===== config.mk =====
export PLATFORM = sky130hd
export DESIGN_NAME = sdm_cic_decim
export DESIGN_NICKNAME = d
export VERILOG_FILES = /design/src/rtl/sdm_cic_decim.sv
export SDC_FILE = /design/constraint.sdc
export NUM_CORES = 2
export LEC_CHECK = 0
export CORE_MARGIN = 2
export CORE_UTILIZATION = 30
export CTS_CLUSTER_SIZE = 10
export DETAILED_ROUTE_END_ITERATION = 8
export GPL_TIMING_DRIVEN = 0
export PLACE_DENSITY_LB_ADDON = 0.15
export SYNTH_ARGS = -nofsm -noshare
export SYNTH_HDL_FRONTEND = slang
export SYNTH_SLANG_ARGS = --single-unit

===== constraint.sdc =====
create_clock -name clk -period 27.5 [get_ports clk]
set_input_delay 4.125 -clock clk [delete_from_list [all_inputs] [get_ports clk]]
set_output_delay 4.125 -clock clk [all_outputs]
set_load 0.01 [all_outputs]

===== src/rtl/sdm_cic_decim.sv =====
// Multi-channel CIC decimator for 1-bit sigma-delta bitstreams with a
// valid/ready result port, warm-up suppression and sticky overrun flag.
module sdm_cic_decim #(
    parameter int unsigned CH         = 2,
    parameter int unsigned ORDER      = 4,
    parameter int unsigned DECIM_LOG2 = 6,
    parameter int unsigned OUT_W      = 16
) (
    input  logic                  clk,
    input  logic                  rst,
    input  logic                  sync_clr,
    input  logic                  valid_in,
    input  logic [CH-1:0]         din,
    output logic                  dout_valid,
    input  logic                  dout_ready,
    output logic [CH*OUT_W-1:0]   dout,
    output logic                  overrun
);

    localparam int unsigned ACC_W  = ORDER * DECIM_LOG2 + 1;
    // One guard bit so the positive full-scale result +2^(ACC_W-1) is representable
    localparam int unsigned INT_W  = ACC_W + 1;
    localparam int unsigned SHIFT  = ACC_W - OUT_W;
    localparam int unsigned WARM_W = $clog2(ORDER + 1);

    localparam logic [DECIM_LOG2-1:0]   CNT_LAST  = '1;
    localparam logic [WARM_W-1:0]       WARM_DONE = WARM_W'(ORDER);
    localparam logic [INT_W-1:0]        SAMP_POS  = INT_W'(1);
    localparam logic [INT_W-1:0]        SAMP_NEG  = '1;
    localparam logic signed [INT_W-1:0] SAT_MAX   = INT_W'((64'd1 << (OUT_W - 1)) - 64'd1);
    localparam logic signed [INT_W-1:0] SAT_MIN   = ~SAT_MAX;

    logic [INT_W-1:0]      r_int [CH][ORDER];
    logic [INT_W-1:0]      r_cmb [CH][ORDER+1];
    logic [INT_W-1:0]      r_dly [CH][ORDER];
    logic [ORDER:0]        r_cv;
    logic [ORDER:0]        r_ct;
    logic [DECIM_LOG2-1:0] r_dcnt;
    logic [WARM_W-1:0]     r_warm;

    logic                  w_cap;
    logic signed [INT_W-1:0] w_sh;
    logic [CH*OUT_W-1:0]   w_res;

    assign w_cap = valid_in && (r_dcnt == CNT_LAST);

    // Integrator cascade and decimation counter, advancing only on accepted samples
    always_ff @(posedge clk or posedge rst) begin
        if (rst) begin
            r_dcnt <= '0;
            for (int unsigned c = 0; c < CH; c++)
                for (int unsigned k = 0; k < ORDER; k++)
                    r_int[c][k] <= '0;
        end else if (sync_clr) begin
            r_dcnt <= '0;
            for (int unsigned c = 0; c < CH; c++)
                for (int unsigned k = 0; k < ORDER; k++)
                    r_int[c][k] <= '0;
        end else if (valid_in) begin
            r_dcnt <= r_dcnt + 1'b1;
            for (int unsigned c = 0; c < CH; c++) begin
                r_int[c][0] <= r_int[c][0] + (din[c] ? SAMP_POS : SAMP_NEG);
                for (int unsigned k = 1; k < ORDER; k++)
                    r_int[c][k] <= r_int[c][k] + r_int[c][k-1];
            end
        end
    end

    // Comb pipeline; r_cv marks live data per stage, r_ct marks results past warm-up
    always_ff @(posedge clk or posedge rst) begin
        if (rst) begin
            r_cv   <= '0;
            r_ct   <= '0;
            r_warm <= '0;
            for (int unsigned c = 0; c < CH; c++) begin
                for (int unsigned j = 0; j <= ORDER; j++) r_cmb[c][j] <= '0;
                for (int unsigned j = 0; j < ORDER; j++)  r_dly[c][j] <= '0;
            end
        end else if (sync_clr) begin
            r_cv   <= '0;
            r_ct   <= '0;
            r_warm <= '0;
            for (int unsigned c = 0; c < CH; c++) begin
                for (int unsigned j = 0; j <= ORDER; j++) r_cmb[c][j] <= '0;
                for (int unsigned j = 0; j < ORDER; j++)  r_dly[c][j] <= '0;
            end
        end else begin
            r_cv[0] <= w_cap;
            r_ct[0] <= w_cap && (r_warm == WARM_DONE);
            if (w_cap) begin
                if (r_warm != WARM_DONE) r_warm <= r_warm + 1'b1;
                for (int unsigned c = 0; c < CH; c++)
                    r_cmb[c][0] <= r_int[c][ORDER-1];
            end
            for (int unsigned j = 1; j <= ORDER; j++) begin
                r_cv[j] <= r_cv[j-1];
                r_ct[j] <= r_ct[j-1];
                if (r_cv[j-1]) begin
                    for (int unsigned c = 0; c < CH; c++) begin
                        r_cmb[c][j]   <= r_cmb[c][j-1] - r_dly[c][j-1];
                        r_dly[c][j-1] <= r_cmb[c][j-1];
                    end
                end
            end
        end
    end

    // Scale to OUT_W; only +full-scale can exceed the range
    always_comb begin
        w_res = '0;
        w_sh  = '0;
        for (int unsigned c = 0; c < CH; c++) begin
            w_sh = $signed(r_cmb[c][ORDER]) >>> SHIFT;
            if (w_sh > SAT_MAX)
                w_res[c*OUT_W +: OUT_W] = OUT_W'(SAT_MAX);
            else if (w_sh < SAT_MIN)
                w_res[c*OUT_W +: OUT_W] = OUT_W'(SAT_MIN);
            else
                w_res[c*OUT_W +: OUT_W] = OUT_W'(w_sh);
        end
    end

    // Output register: freshest result wins, overrun is sticky until cleared
    always_ff @(posedge clk or posedge rst) begin
        if (rst) begin
            dout_valid <= 1'b0;
            dout       <= '0;
            overrun    <= 1'b0;
        end else if (sync_clr) begin
            dout_valid <= 1'b0;
            dout       <= '0;
            overrun    <= 1'b0;
        end else if (r_cv[ORDER] && r_ct[ORDER]) begin
            dout       <= w_res;
            dout_valid <= 1'b1;
            if (dout_valid && !dout_ready) overrun <= 1'b1;
        end else if (dout_ready) begin
            dout_valid <= 1'b0;
        end
    end

endmodule


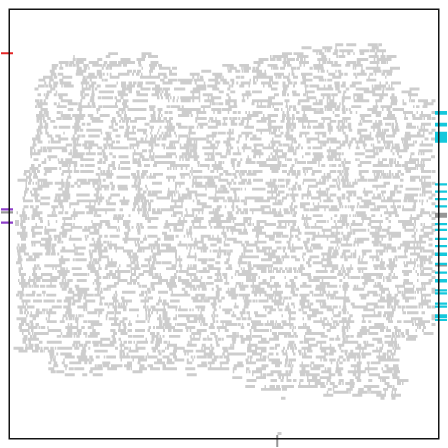
(images/pinout.png)
Pins as bars across the die edge, other pins in grey.
Key: `clk` = red [pins 1, direction input, edge west]; `din` = purple [pins 2, direction input, edge west]; `dout` = cyan [pins 32, direction output, edge east]
All pins by edge: 36 east, 4 west, 1 south.
height of the die: 395 um
tally of buffers added on design ports: 39
width of the chip: 395 um

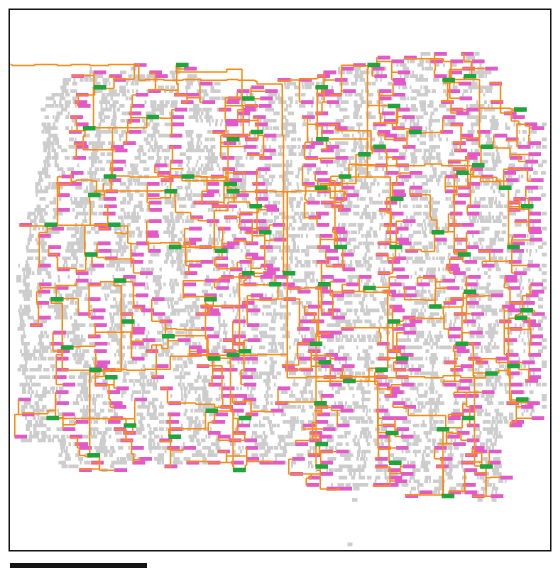
(images/clock_wires.png)
Scale bar: 100 um.
Key: clock wires = orange [length 11,800 um]; flip-flops = magenta [count 711]; clock-net drivers = green [count 89]
Position of the flops: spread over the die. There are 90 routed clock nets.

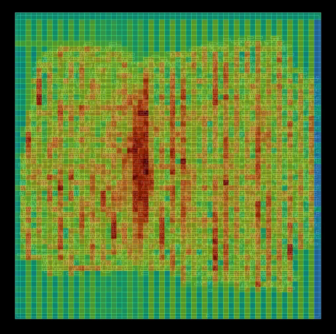
(images/congestion_map.png)
combined global-route utilization of all metal layers: 16.5%
most used routing layer in global routing: met2
met1 Track Usage GR: 21.9%

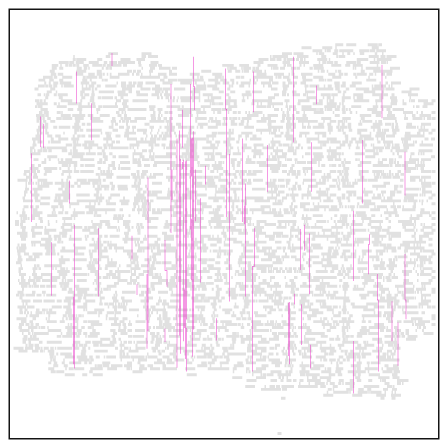
(images/m4.png)
Cells faint in the background.
41 nets have wire on it. The wires run mostly vertical.

==> summary.rpt <==
OUTCOME
---------------------------------------------------------------------------------
Run status                                                           finished clean

LAYOUT
---------------------------------------------------------------------------------
Synthesis-to-layout area growth                                             12.7%
Combinational Gates                                                         3,829
Logic share of the area                                                     50.8%
Count of plain and timing-repair buffers                                      233
Area used by sequential logic in the layout                            17,800 um2
Fillers                                                                    15,700
Layout Utilization                                                          34.1%
FFs & Latches                                                                 711
Layout non-clock buf frac                                                   2.51%
Final design area excluding fillers                                    51,700 um2
Count of antenna diodes in the layout                                           2
Clock buf count                                                               121
Top logic cell by instance count in the layout                             nor2_1
Most numerous logic cells after layout                               730 x nor2_1, 711 x dfrtp_1, 399 x ha_1
Net total in the final layout                                               5,585

CTS
---------------------------------------------------------------------------------
TritonCTS buffer count                                                         89
Library cell used as clock root buffer                                  clkbuf_16
Hold buffer count at CTS                                                        0
Post-CTS repair timing setup buffer count                                       0
Count of H-tree levels built during CTS                                         3
Num Clock Sinks                                                               711
Clock slew seen by the registers of the worst setup and hold paths        0.05 ns
Buffer levels on the longest clock path                                         3
Worst-Skew Late Latency                                                   0.69 ns

ROUTE
---------------------------------------------------------------------------------
Final routed wire length divided by cell count                            17.8 um
DRT iter0 DRCs                                                              1,711
Top layer in use                                                             met4
DRT met1 WL                                                             60,700 um
Met2 wire len                                                           60,100 um
Via density per instance                                                     4.83
Detailed route wirelength on metal3                                       3540 um
DRC                                                                             0
Final ANT Viol Nets                                                             0

GLOBAL ROUTE
---------------------------------------------------------------------------------
Met2 track demand over resource in global routing                           27.7%
Number of global-route vias before repair                                  34,800
Total congestion overflow after global routing                                  0
Antenna violations before repair                                                5
Wire length of the first global-routing pass                           205,000 um

STA
---------------------------------------------------------------------------------
Final worst-path cycle share                                                27.7%
Unrepaired setup endpoints after global routing                             false
Final setup fails                                                               0
Maximum operating frequency                                               131 MHz
Relative max-transition margin                                              1.29%
Skew final                                                              0.0229 ns
Sum of negative setup slack                                                  0 ns
Tightest Pin Transition                                                   1.48 ns
Max-slew violation count                                                        0
Final Hold Violation Tally                                                      0

LOGIC SYNTHESIS
---------------------------------------------------------------------------------
Mean instance size in the synthesized netlist                            9.13 um2
Area fraction in and, or, nand and nor cells after synthesis                14.2%
Flip-flops with a built-in enable                                               0
Main flop type after synthesis                                            dfrtp_1
Asr flop ratio synth                                                         100%
Yosys reg bits                                                                711
Most used standard cells in the synthesized netlist                  730 x nor2_1, 711 x dfrtp_1, 399 x ha_1, 391 x a21oi_1, 389 x mux2i_1
Aoi share                                                                   16.9%
Yosys synthesis chip area                                              45,900 um2
Warning count from the yosys run                                                0
Post-synth seq share                                                        38.7%
Proportion of synthesized area in mux cells                                 8.53%
Cell count in the Yosys report                                              5,028
Largest family of logic cells by area                                AND-OR/OR-AND gates
Synthesized Nets                                                            5,448
Count of unique library cells instantiated by Yosys                            87
Post-Synth XOR/XNOR Area                                                    6.07%

RUN
---------------------------------------------------------------------------------
Tool Warnings                                                                  36
Number of maximum-capacitance violations                                        0

WORST SETUP PATH
---------------------------------------------------------------------------------
Crit Path Category                                                         in2reg
Endpoint type of the worst setup path                                    register
Crit-path leading delay family                                       buffers and inverters
Cells along the critical path                                        clkdlybuf4s50_1, clkbuf_1, clkbuf_1, clkbuf_1, clkbuf_1, nor2_1
Register-to-Register Path Depth                                                12
Critical register-to-register path startpoint                          r_int[182]
Largest stage delay on the critical path                                  1.02 ns
Worst Path Max Fanout                                                          11
Worst EP arrival                                                          8.11 ns
Cell repeated most along the worst path                                  clkbuf_1
Crit path DRT                                                            28.01 ns
Origin of the worst setup path                                           sync_clr

DIE
---------------------------------------------------------------------------------
Die area                                                              156,000 um2
Count of pins on the block boundary                                            41
Core Region                                                           152,000 um2
FP Rows                                                                       143

POWER
---------------------------------------------------------------------------------
Overall power consumption                                                 2.63 mW
Peak supply drop                                                      0.0000460 V
Power density of the placed cells                                     50.8 nW/um2
Leakage component of the power                                            23.2 nW

WORST HOLD PATH
---------------------------------------------------------------------------------
Min-Delay Path Class                                                      reg2reg
HP Start                                                                  dout[6]
Number of cells on the worst hold path                                          2

PLACEMENT
---------------------------------------------------------------------------------
GPL Wtd Cong                                                                0.863
DP Area                                                                49,100 um2
Post-placement setup slack                                               19.02 ns
HPWL after detailed placement                                           98,700 um

[power by group]
part           leakage, nW  internal [mW]  switching [mW]  total [mW]
Sequential            9.86           1.08          0.0422        1.12
Clock                 1.33          0.653           0.474        1.13
Combinational         12.0          0.150           0.231       0.380
Total                 23.2           1.88           0.747        2.63
[sequential cells by signal (all words and copies together), names as in the netlist]
name	flops
r_dcnt	6
overrun	1
dout	32
r_cv	5
r_cmb	242
r_dly	208
r_ct	5
r_int	208
r_warm	3
dout_valid	1
[worst max-delay path by stage]
stage	depth (start not counted)	to	slack, ns
floorplan	1	dout[0]	3.43
finish	6	r_dly[206]	19.89
CTS	6	r_warm[0]	19.82
global placement	2	r_int[185]	-6.78
global route	6	r_int[192]	19.73
detailed placement	6	r_warm[0]	19.02
Power figures rest on the tool's default switching activity, not on a simulated workload.
